<file path="config.mk">
export PLATFORM = sky130hd
export DESIGN_NAME = decode_control_unit
export DESIGN_NICKNAME = d
export VERILOG_FILES = /design/src/rtl/decode_control_unit.sv
export SDC_FILE = /design/constraint.sdc
export NUM_CORES = 1
export LEC_CHECK = 0
export CAP_MARGIN = 15
export CORE_UTILIZATION = 25
export CTS_BUF_LIST = sky130_fd_sc_hd__clkbuf_2
export DETAILED_ROUTE_END_ITERATION = 8
export PLACE_DENSITY = 0.8
export SLEW_MARGIN = 15
export SYNTH_ARGS = -nofsm -noshare
export SYNTH_HDL_FRONTEND = slang
export SYNTH_SLANG_ARGS = --single-unit
</file>
<file path="constraint.sdc">
create_clock -name clk -period 3.2 [get_ports clk]
set_clock_uncertainty 0.2 [all_clocks]
set_input_delay 0.8 -clock clk [delete_from_list [all_inputs] [get_ports clk]]
set_output_delay 0.8 -clock clk [all_outputs]
set_load 0.03 [all_outputs]
</file>
<file path="src/rtl/decode_control_unit.sv">
`default_nettype none
// ============================================================================
// Module   : decode_control_unit
// Purpose  : Decode-stage control for a pipelined ARMv8 subset. Produces the
//            datapath control word combinationally from the instruction in
//            Decode, sign-extends the branch offsets, and holds the NZVC flag
//            register. B.LT uses the EX flags when the instruction in EX is
//            setting them, and the flag register otherwise.
// Revision : 1.0 - initial release
// ============================================================================
module decode_control_unit (
  input  logic        clk,
  input  logic        reset,
  input  logic [31:0] instruction,
  input  logic        zeroSignal,
  input  logic        negativeEX,
  input  logic        zeroEX,
  input  logic        overflowEX,
  input  logic        carryEX,
  input  logic        setFlag_EX,
  output logic        Reg2Loc,
  output logic [1:0]  ALUSrc,
  output logic        MemToReg,
  output logic        RegWrite,
  output logic        MemWrite,
  output logic        BrTaken,
  output logic        UncondBr,
  output logic        UseShift,
  output logic        shiftRight,
  output logic        setFlag,
  output logic [2:0]  ALUOp,
  output logic [63:0] condAddr19Extended,
  output logic [63:0] brAddr26Extended,
  output logic        negativeFlag,
  output logic        zeroFlag,
  output logic        overflowFlag,
  output logic        carryFlag
);

  // Opcode patterns
  localparam logic [9:0]  c_ADDI = 10'b1001000100;
  localparam logic [5:0]  c_B    = 6'b000101;
  localparam logic [7:0]  c_CBZ  = 8'b10110100;
  localparam logic [7:0]  c_BCND = 8'b01010100;
  localparam logic [4:0]  c_LT   = 5'b01011;
  localparam logic [10:0] c_ADDS = 11'b10101011000;
  localparam logic [10:0] c_SUBS = 11'b11101011000;
  localparam logic [10:0] c_AND  = 11'b10001010000;
  localparam logic [10:0] c_EOR  = 11'b11001010000;
  localparam logic [10:0] c_LDUR = 11'b11111000010;
  localparam logic [10:0] c_STUR = 11'b11111000000;
  localparam logic [10:0] c_LSR  = 11'b11010011010;
  localparam logic [10:0] c_LSL  = 11'b11010011011;

  // ALU operation encodings
  localparam logic [2:0] c_ALU_PASSB = 3'b000;
  localparam logic [2:0] c_ALU_ADD   = 3'b010;
  localparam logic [2:0] c_ALU_SUB   = 3'b011;
  localparam logic [2:0] c_ALU_AND   = 3'b100;
  localparam logic [2:0] c_ALU_XOR   = 3'b110;

  logic r_negativeFlag;
  logic r_zeroFlag;
  logic r_overflowFlag;
  logic r_carryFlag;

  logic [10:0] w_op11;
  logic        w_ltTaken;
  logic        w_regWrite;
  logic        w_memWrite;
  logic        w_brTaken;
  logic        w_setFlag;

  assign w_op11 = instruction[31:21];

  // Branch offsets are sign-extended but left unshifted; the adder stage scales them
  assign condAddr19Extended = {{45{instruction[23]}}, instruction[23:5]};
  assign brAddr26Extended   = {{38{instruction[25]}}, instruction[25:0]};

  // Flag register: async clear, load all four EX flags when EX sets flags
  always_ff @(posedge clk or posedge reset) begin
    if (reset) begin
      r_negativeFlag <= 1'b0;
      r_zeroFlag     <= 1'b0;
      r_overflowFlag <= 1'b0;
      r_carryFlag    <= 1'b0;
    end else if (setFlag_EX) begin
      r_negativeFlag <= negativeEX;
      r_zeroFlag     <= zeroEX;
      r_overflowFlag <= overflowEX;
      r_carryFlag    <= carryEX;
    end
  end

  assign negativeFlag = r_negativeFlag;
  assign zeroFlag     = r_zeroFlag;
  assign overflowFlag = r_overflowFlag;
  assign carryFlag    = r_carryFlag;

  // LT condition: forward from EX when the flags there are not yet registered
  assign w_ltTaken = setFlag_EX ? (negativeEX ^ overflowEX)
                                : (r_negativeFlag ^ r_overflowFlag);

  // Main decoder: everything defaults to zero so unmatched encodings act as NOP
  always_comb begin
    Reg2Loc    = 1'b0;
    ALUSrc     = 2'b00;
    MemToReg   = 1'b0;
    w_regWrite = 1'b0;
    w_memWrite = 1'b0;
    w_brTaken  = 1'b0;
    UncondBr   = 1'b0;
    UseShift   = 1'b0;
    shiftRight = 1'b0;
    w_setFlag  = 1'b0;
    ALUOp      = c_ALU_PASSB;

    if (instruction[31:22] == c_ADDI) begin
      w_regWrite = 1'b1;
      ALUSrc     = 2'b10;
      ALUOp      = c_ALU_ADD;
    end else if (instruction[31:26] == c_B) begin
      w_brTaken  = 1'b1;
      UncondBr   = 1'b1;
    end else if (instruction[31:24] == c_CBZ) begin
      ALUOp      = c_ALU_PASSB;
      w_brTaken  = zeroSignal;
    end else if (instruction[31:24] == c_BCND) begin
      if (instruction[4:0] == c_LT) begin
        w_brTaken = w_ltTaken;
      end
    end else begin
      case (w_op11)
        c_ADDS: begin
          Reg2Loc    = 1'b1;
          w_regWrite = 1'b1;
          w_setFlag  = 1'b1;
          ALUOp      = c_ALU_ADD;
        end
        c_SUBS: begin
          Reg2Loc    = 1'b1;
          w_regWrite = 1'b1;
          w_setFlag  = 1'b1;
          ALUOp      = c_ALU_SUB;
        end
        c_AND: begin
          Reg2Loc    = 1'b1;
          w_regWrite = 1'b1;
          ALUOp      = c_ALU_AND;
        end
        c_EOR: begin
          Reg2Loc    = 1'b1;
          w_regWrite = 1'b1;
          ALUOp      = c_ALU_XOR;
        end
        c_LDUR: begin
          ALUSrc     = 2'b01;
          MemToReg   = 1'b1;
          w_regWrite = 1'b1;
          ALUOp      = c_ALU_ADD;
        end
        c_STUR: begin
          ALUSrc     = 2'b01;
          w_memWrite = 1'b1;
          ALUOp      = c_ALU_ADD;
        end
        c_LSR: begin
          w_regWrite = 1'b1;
          UseShift   = 1'b1;
          shiftRight = 1'b1;
        end
        c_LSL: begin
          w_regWrite = 1'b1;
          UseShift   = 1'b1;
        end
        default: begin
        end
      endcase
    end
  end

  // Suppress every architectural side effect while reset is held
  assign RegWrite = w_regWrite & ~reset;
  assign MemWrite = w_memWrite & ~reset;
  assign BrTaken  = w_brTaken  & ~reset;
  assign setFlag  = w_setFlag  & ~reset;

endmodule
`default_nettype wire

</file>
==> impl_results.html, run 1 <==
<h3>Run summary</h3>
<table>
<tr><th>Metric</th><th>Value</th></tr>
<tr><th colspan="2">Status</th></tr>
<tr><td>Result of the run</td><td>complete, but fails checks</td></tr>
<tr><td>Violated checks</td><td>setup timing</td></tr>
<tr><th colspan="2">Synth</th></tr>
<tr><td>Post-Synth AOI/OAI Area</td><td>3.08%</td></tr>
<tr><td>Chip area estimate from yosys synthesis</td><td>1420 um^2</td></tr>
<tr><td>Adder-cell share of the synthesized area</td><td>0%</td></tr>
<tr><td>Largest cells by area after synthesis</td><td>sky130_fd_sc_hd__buf_4 68%, sky130_fd_sc_hd__dfrtp_1 7.0%, sky130_fd_sc_hd__mux2_2 3.2%</td></tr>
<tr><td>Dominant cell type by area after synthesis</td><td>sky130_fd_sc_hd__buf_4</td></tr>
<tr><th colspan="2">GRT</th></tr>
<tr><td>Global routing met2 resource utilization</td><td>20.2%</td></tr>
<tr><td>Residual overflow from global routing</td><td>0</td></tr>
<tr><th colspan="2">Floorplanning</th></tr>
<tr><td>Count of boundary I/O pins</td><td>186</td></tr>
<tr><th colspan="2">Finish</th></tr>
<tr><td>Number of ordinary and repair buffers in the finished layout</td><td>167</td></tr>
<tr><td>Most frequently placed logic cells in the final layout</td><td>126 x sky130_fd_sc_hd__buf_4, 26 x sky130_fd_sc_hd__clkdlybuf4s50_1, 5 x sky130_fd_sc_hd__buf_6, 5 x sky130_fd_sc_hd__dlygate4sd2_1</td></tr>
<tr><td>Number of nets in the finished design</td><td>260</td></tr>
<tr><td>Reg area</td><td>100 um^2</td></tr>
<tr><td>Number of clock buffer instances in the layout</td><td>3</td></tr>
<tr><th colspan="2">Worst setup path</th></tr>
<tr><td>Slack of the worst reg-to-reg path</td><td>2.22 ns</td></tr>
<tr><td>Most common cell on crit path</td><td>sky130_fd_sc_hd__buf_6</td></tr>
<tr><td>Worst Setup End Kind</td><td>primary output</td></tr>
<tr><th colspan="2">STA</th></tr>
<tr><td>Final setup viols</td><td>4</td></tr>
<tr><td>Minimum setup slack in the final design</td><td>-0.125 ns</td></tr>
<tr><td>Final Slew Violations</td><td>0</td></tr>
<tr><td>Final critical-path required period</td><td>3.33 ns</td></tr>
<tr><td>Setup repair after global routing missed its margin</td><td>true</td></tr>
<tr><th colspan="2">Placement</th></tr>
<tr><td>Cell area reported after detailed placement</td><td>1910 um^2</td></tr>
<tr><th colspan="2">Power</th></tr>
<tr><td>Clock power frac</td><td>10.0%</td></tr>
<tr><th colspan="2">Min path</th></tr>
<tr><td>Number of instances on the worst hold path</td><td>1</td></tr>
<tr><th colspan="2">Route</th></tr>
<tr><td>Initial drt markers</td><td>22</td></tr>
<tr><td>First drt pass iteration count</td><td>6</td></tr>
<tr><th colspan="2">Clock network</th></tr>
<tr><td>CTS tree</td><td>done</td></tr>
</table>
run 1: worst max path at each step:
stage                    start  depth (start not counted)  endpoint
5_1_grt        instruction[30]                          6   BrTaken
4_1_cts        instruction[29]                          6   BrTaken
2_1_floorplan  instruction[29]                          4  RegWrite
3_3_place_gp   instruction[27]                          6   BrTaken
6_report       instruction[30]                          6   BrTaken
3_5_place_dp   instruction[27]                          6   BrTaken
run 1: stage by stage:
step / setup TNS [ns] / setup WS (ns)
6_report: -0.275 / -0.125
2_1_floorplan: -0.460 / -0.157
5_1_grt: -0.565 / -0.179
3_3_place_gp: -3.51 / -0.485
4_1_cts: -0.331 / -0.149
3_5_place_dp: -3.88 / -0.490
Fig. 1: run 1, cells by drive strength
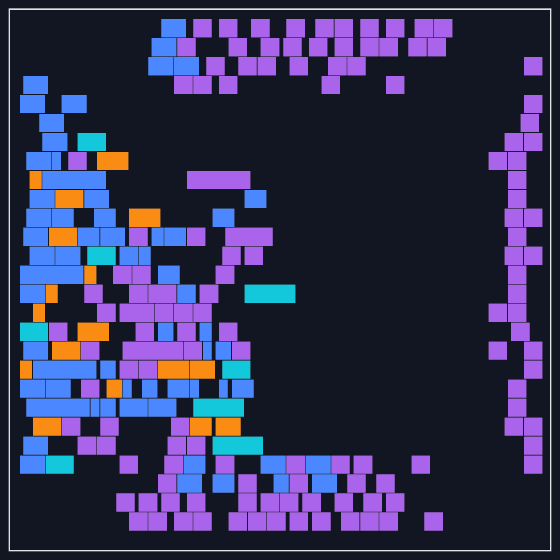
| size | color | cells |
|---|---|---|
| _6 and larger | cyan | 8 |
| _2 cells | orange | 17 |
| _3 and _4 cells | purple | 132 |
| _0 and _1 cells | blue | 61 |

Fig. 2: run 1, congestion heat map
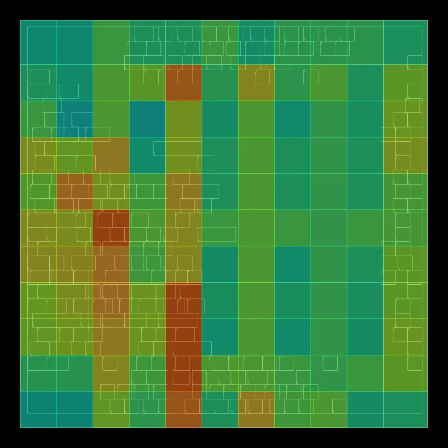
met1 routing resource usage after global routing: 9.65%
final core utilization: 36.1%

Fig. 3: run 1, gate-type map
Scale bar: 20 um.
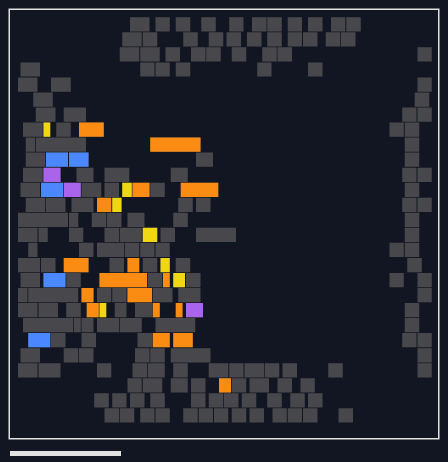
| family | color | cells |
|---|---|---|
| XOR/XNOR gates | purple | 3 |
| NAND gates | yellow | 7 |
| multiplexers | blue | 5 |
| NOR gates | orange | 17 |

Fig. 4: run 1, routed clock nets over the placement
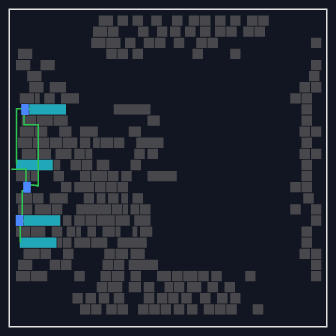
[flip-flops] cyan | count: 4
[clock drivers] blue | count: 3
[clock wires] green | length: 63.1 um
routed clock nets: 4

Fig. 5: run 1, the metal 3 layer
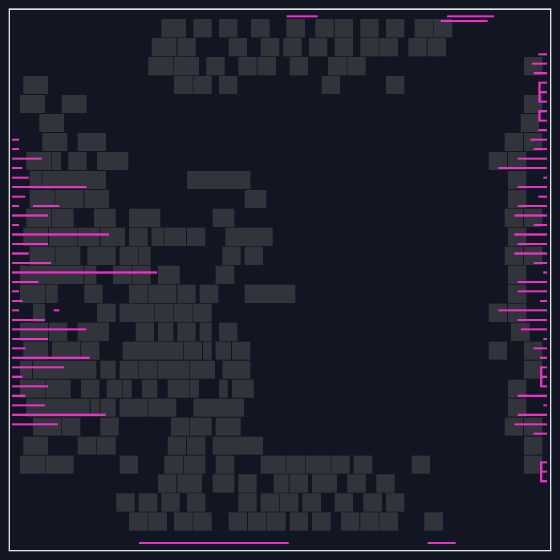

==> run 1 -> run 2 <==
--- a/config.mk
+++ b/config.mk
@@ -5,11 +5,10 @@
 export SDC_FILE = /design/constraint.sdc
 export NUM_CORES = 1
 export LEC_CHECK = 0
-export CAP_MARGIN = 15
-export CORE_UTILIZATION = 25
+export CORE_UTILIZATION = 26
 export CTS_BUF_LIST = sky130_fd_sc_hd__clkbuf_2
 export DETAILED_ROUTE_END_ITERATION = 8
-export PLACE_DENSITY = 0.8
+export PLACE_DENSITY = 0.83
 export SLEW_MARGIN = 15
 export SYNTH_ARGS = -nofsm -noshare
 export SYNTH_HDL_FRONTEND = slang
Fig. 6: run 2, the metal 3 layer
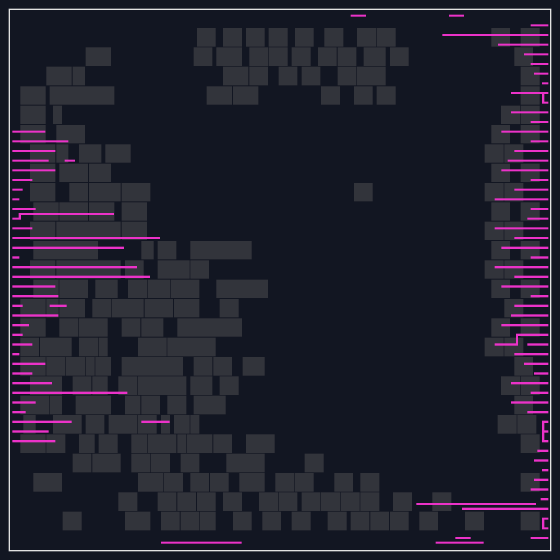
nets with wire on the layer: 86
wire length on this layer: 458 um
main direction: horizontal

==> impl_results.html, run 2 <==
<h3>Run summary</h3>
<table>
<tr><th>Metric</th><th>Value</th></tr>
<tr><th colspan="2">STA</th></tr>
<tr><td>Minimum setup slack in the final design</td><td>-0.147 ns (was -0.125 ns)</td></tr>
<tr><td>Final critical-path required period</td><td>3.35 ns (was 3.33 ns)</td></tr>
<tr><td>Setup repair after global routing missed its margin</td><td>true (unchanged)</td></tr>
<tr><td>Final Slew Violations</td><td>0 (unchanged)</td></tr>
<tr><td>Final setup viols</td><td>4 (unchanged)</td></tr>
<tr><th colspan="2">Worst setup path</th></tr>
<tr><td>Standard cell with the maximum stage delay on the critical path</td><td>sky130_fd_sc_hd__or4b_4 (unchanged)</td></tr>
<tr><td>Worst Setup End Kind</td><td>primary output (unchanged)</td></tr>
<tr><th colspan="2">Status</th></tr>
<tr><td>Result of the run</td><td>complete, but fails checks (unchanged)</td></tr>
<tr><td>Violated checks</td><td>setup timing (unchanged)</td></tr>
<tr><th colspan="2">Finish</th></tr>
<tr><td>Final core utilization</td><td>38.9% (was 36.1%)</td></tr>
<tr><td>Number of ordinary and repair buffers in the finished layout</td><td>165 (was 167)</td></tr>
<tr><td>Most frequently placed logic cells in the final layout</td><td>121 x sky130_fd_sc_hd__buf_4, 26 x sky130_fd_sc_hd__clkdlybuf4s50_1, 8 x sky130_fd_sc_hd__buf_6 (was 126 x sky130_fd_sc_hd__buf_4, 26 x sky130_fd_sc_hd__clkdlybuf4s50_1, 5 x sky130_fd_sc_hd__buf_6, 5 x sky130_fd_sc_hd__dlygate4sd2_1)</td></tr>
<tr><td>Number of nets in the finished design</td><td>258 (was 260)</td></tr>
<tr><td>Reg area</td><td>100 um^2 (unchanged)</td></tr>
<tr><th colspan="2">Synth</th></tr>
<tr><td>Dominant cell type by area after synthesis</td><td>sky130_fd_sc_hd__buf_4 (unchanged)</td></tr>
<tr><td>Post-synth mux share</td><td>3.87% (unchanged)</td></tr>
<tr><td>Register bit count reported by yosys</td><td>4 (unchanged)</td></tr>
<tr><td>Largest cells by area after synthesis</td><td>sky130_fd_sc_hd__buf_4 68%, sky130_fd_sc_hd__dfrtp_1 7.0%, sky130_fd_sc_hd__mux2_2 3.2% (unchanged)</td></tr>
<tr><td>Post-Synth AOI/OAI Area</td><td>3.08% (unchanged)</td></tr>
<tr><td>Chip area estimate from yosys synthesis</td><td>1420 um^2 (unchanged)</td></tr>
<tr><td>Top cell type's share of synthesized area</td><td>67.6% (unchanged)</td></tr>
<tr><th colspan="2">GRT</th></tr>
<tr><td>Residual overflow from global routing</td><td>0 (unchanged)</td></tr>
<tr><td>Met1 routing resource usage after global routing</td><td>9.92% (was 9.65%)</td></tr>
<tr><td>Global routing met2 resource utilization</td><td>20.9% (was 20.2%)</td></tr>
<tr><th colspan="2">Placement</th></tr>
<tr><td>DP Worst Slack</td><td>-0.543 ns (was -0.490 ns)</td></tr>
<tr><td>Cell area reported after detailed placement</td><td>1850 um^2 (was 1910 um^2)</td></tr>
<tr><th colspan="2">Route</th></tr>
<tr><td>Initial drt markers</td><td>12 (was 22)</td></tr>
<tr><td>First drt pass iteration count</td><td>3 (was 6)</td></tr>
</table>
Fig. 7: run 2, gate-type map
Scale bar: 20 um.
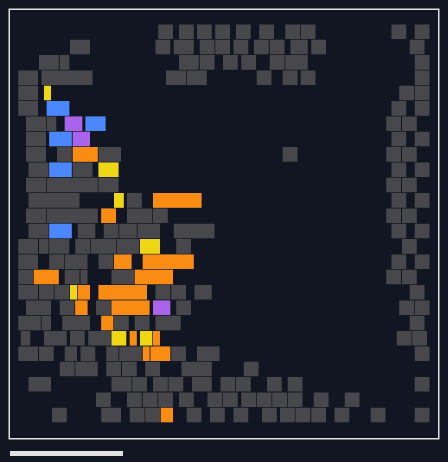
Post-Layout Cell Count: 286
combinational fraction of the cell area: 21.3%
most common library cell in the layout ignoring fill and taps: sky130_fd_sc_hd__buf_4

-- run 2: cell counts after synthesis --
No cell type changed its count.
-- run 2: final timing paths --
kind | from | endpoint | slack, ns | cells after the start
max | instruction[27] | BrTaken | -0.15 | 7
min | carryFlag | carryFlag | 0.31 | 1
max reg2reg | overflowFlag | overflowFlag | 2.22 | 1
min reg2reg | carryFlag | carryFlag | 0.31 | 1
max in group asynchronous | reset | zeroFlag | 1.90 | 2
min in group asynchronous | reset | negativeFlag | 0.72 | 2
-- run 2: where the power goes --
part           total [mW]  internal, mW  switching, mW
sequential         0.0597        0.0559        0.00383
clock              0.0488        0.0252         0.0236
combinational       0.354         0.143          0.211
Fig. 8: run 2, congestion heat map
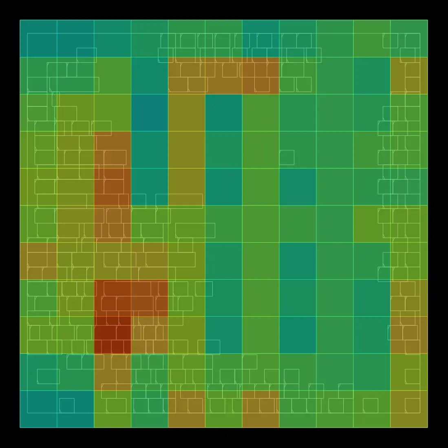

==> run 2 -> run 3 <==
--- a/config.mk
+++ b/config.mk
@@ -5,11 +5,12 @@
 export SDC_FILE = /design/constraint.sdc
 export NUM_CORES = 1
 export LEC_CHECK = 0
+export CORE_ASPECT_RATIO = 2
 export CORE_UTILIZATION = 26
 export CTS_BUF_LIST = sky130_fd_sc_hd__clkbuf_2
 export DETAILED_ROUTE_END_ITERATION = 8
 export PLACE_DENSITY = 0.83
-export SLEW_MARGIN = 15
+export SLEW_MARGIN = 40
 export SYNTH_ARGS = -nofsm -noshare
 export SYNTH_HDL_FRONTEND = slang
 export SYNTH_SLANG_ARGS = --single-unit
Fig. 9: run 3, congestion heat map
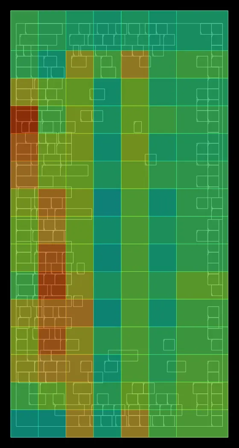
global routing's busiest layer: met2
global routing met2 resource utilization: 25.2%

Fig. 10: run 3, the metal 3 layer
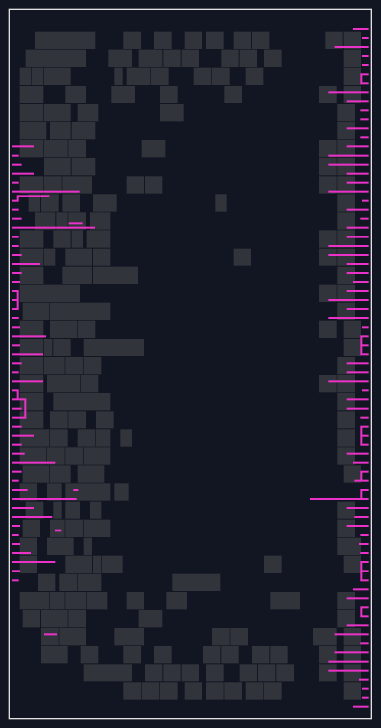
share of all routed wire: 9.3%
longest straight run: 12.2 um

==> impl_results.html, run 3 <==
<h3>Run summary</h3>
<table>
<tr><th>Metric</th><th>Value</th></tr>
<tr><th colspan="2">Finish</th></tr>
<tr><td>Most frequently placed logic cells in the final layout</td><td>119 x sky130_fd_sc_hd__buf_4, 26 x sky130_fd_sc_hd__clkdlybuf4s50_1, 8 x sky130_fd_sc_hd__buf_6 (was 121 x sky130_fd_sc_hd__buf_4, 26 x sky130_fd_sc_hd__clkdlybuf4s50_1, 8 x sky130_fd_sc_hd__buf_6)</td></tr>
<tr><td>Number of nets in the finished design</td><td>257 (was 258)</td></tr>
<tr><td>Reg area</td><td>100 um^2 (unchanged)</td></tr>
<tr><td>Combinational fraction of the cell area</td><td>20.9% (was 21.3%)</td></tr>
<tr><td>Most common library cell in the layout ignoring fill and taps</td><td>sky130_fd_sc_hd__buf_4 (unchanged)</td></tr>
<tr><td>Number of clock buffer instances in the layout</td><td>3 (unchanged)</td></tr>
<tr><td>Final core utilization</td><td>38.1% (was 38.9%)</td></tr>
<tr><td>Number of ordinary and repair buffers in the finished layout</td><td>164 (was 165)</td></tr>
<tr><th colspan="2">Route</th></tr>
<tr><td>Initial drt markers</td><td>8 (was 12)</td></tr>
<tr><td>First drt pass iteration count</td><td>4 (was 3)</td></tr>
<tr><th colspan="2">STA</th></tr>
<tr><td>Final TNS setup</td><td>-0.288 ns (was -0.316 ns)</td></tr>
<tr><td>Final critical-path required period</td><td>3.34 ns (was 3.35 ns)</td></tr>
<tr><td>Minimum setup slack in the final design</td><td>-0.135 ns (was -0.147 ns)</td></tr>
<tr><td>Final setup viols</td><td>5 (was 4)</td></tr>
<tr><th colspan="2">Synth</th></tr>
<tr><td>Chip area estimate from yosys synthesis</td><td>1420 um^2 (unchanged)</td></tr>
<tr><td>Adder-cell share of the synthesized area</td><td>0% (unchanged)</td></tr>
<tr><td>Post-Synth AOI/OAI Area</td><td>3.08% (unchanged)</td></tr>
<tr><td>Largest cells by area after synthesis</td><td>sky130_fd_sc_hd__buf_4 68%, sky130_fd_sc_hd__dfrtp_1 7.0%, sky130_fd_sc_hd__mux2_2 3.2% (unchanged)</td></tr>
<tr><th colspan="2">Worst setup path</th></tr>
<tr><td>Path length in cells of the critical path</td><td>6 (was 7)</td></tr>
<tr><td>Standard cell with the maximum stage delay on the critical path</td><td>sky130_fd_sc_hd__or4b_4 (unchanged)</td></tr>
<tr><td>Destination of the critical timing path</td><td>BrTaken (unchanged)</td></tr>
<tr><td>Reg-to-reg critical path endpoint</td><td>overflowFlag (unchanged)</td></tr>
<tr><th colspan="2">GRT</th></tr>
<tr><td>Residual overflow from global routing</td><td>0 (unchanged)</td></tr>
<tr><th colspan="2">Status</th></tr>
<tr><td>Violated checks</td><td>setup timing (unchanged)</td></tr>
<tr><td>Result of the run</td><td>complete, but fails checks (unchanged)</td></tr>
<tr><th colspan="2">Floorplanning</th></tr>
<tr><td>Count of boundary I/O pins</td><td>186 (unchanged)</td></tr>
<tr><th colspan="2">Placement</th></tr>
<tr><td>DP Worst Slack</td><td>-0.519 ns (was -0.543 ns)</td></tr>
<tr><th colspan="2">Min path</th></tr>
<tr><td>Number of instances on the worst hold path</td><td>1 (unchanged)</td></tr>
</table>
## run 3: cell types whose count changed in the layout (fill, tap and decap cells not counted), sizes merged
| cell | previous run | this run |
|---|---|---|
| buf | 133 | 131 |
| clkbuf | 3 | 4 |
## run 3: power breakdown
group	switching, mW	total (mW)	internal, mW
Sequential	0.00359	0.0596	0.0560
Combinational	0.211	0.349	0.138
Clock	0.0195	0.0447	0.0252
Total	0.234	0.453	0.219
## run 3: metal layers
metal / vias to the layer above / share of wire (%)
met2: 93 / 60
li1: 523 / -
met5: - / 0
met4: 0 / 3.3
met3: 22 / 9.2
met1: 498 / 28
## run 3: logic make-up after synthesis
logic type	count (synthesis)
buffers and inverters	131
muxes	5
xor gates and xnor gates	3
DFF	4
AOI/OAI and AO/OA	4
and+or+nand+nor	30
No activity file was given, so power comes from the tool's default toggle rates.
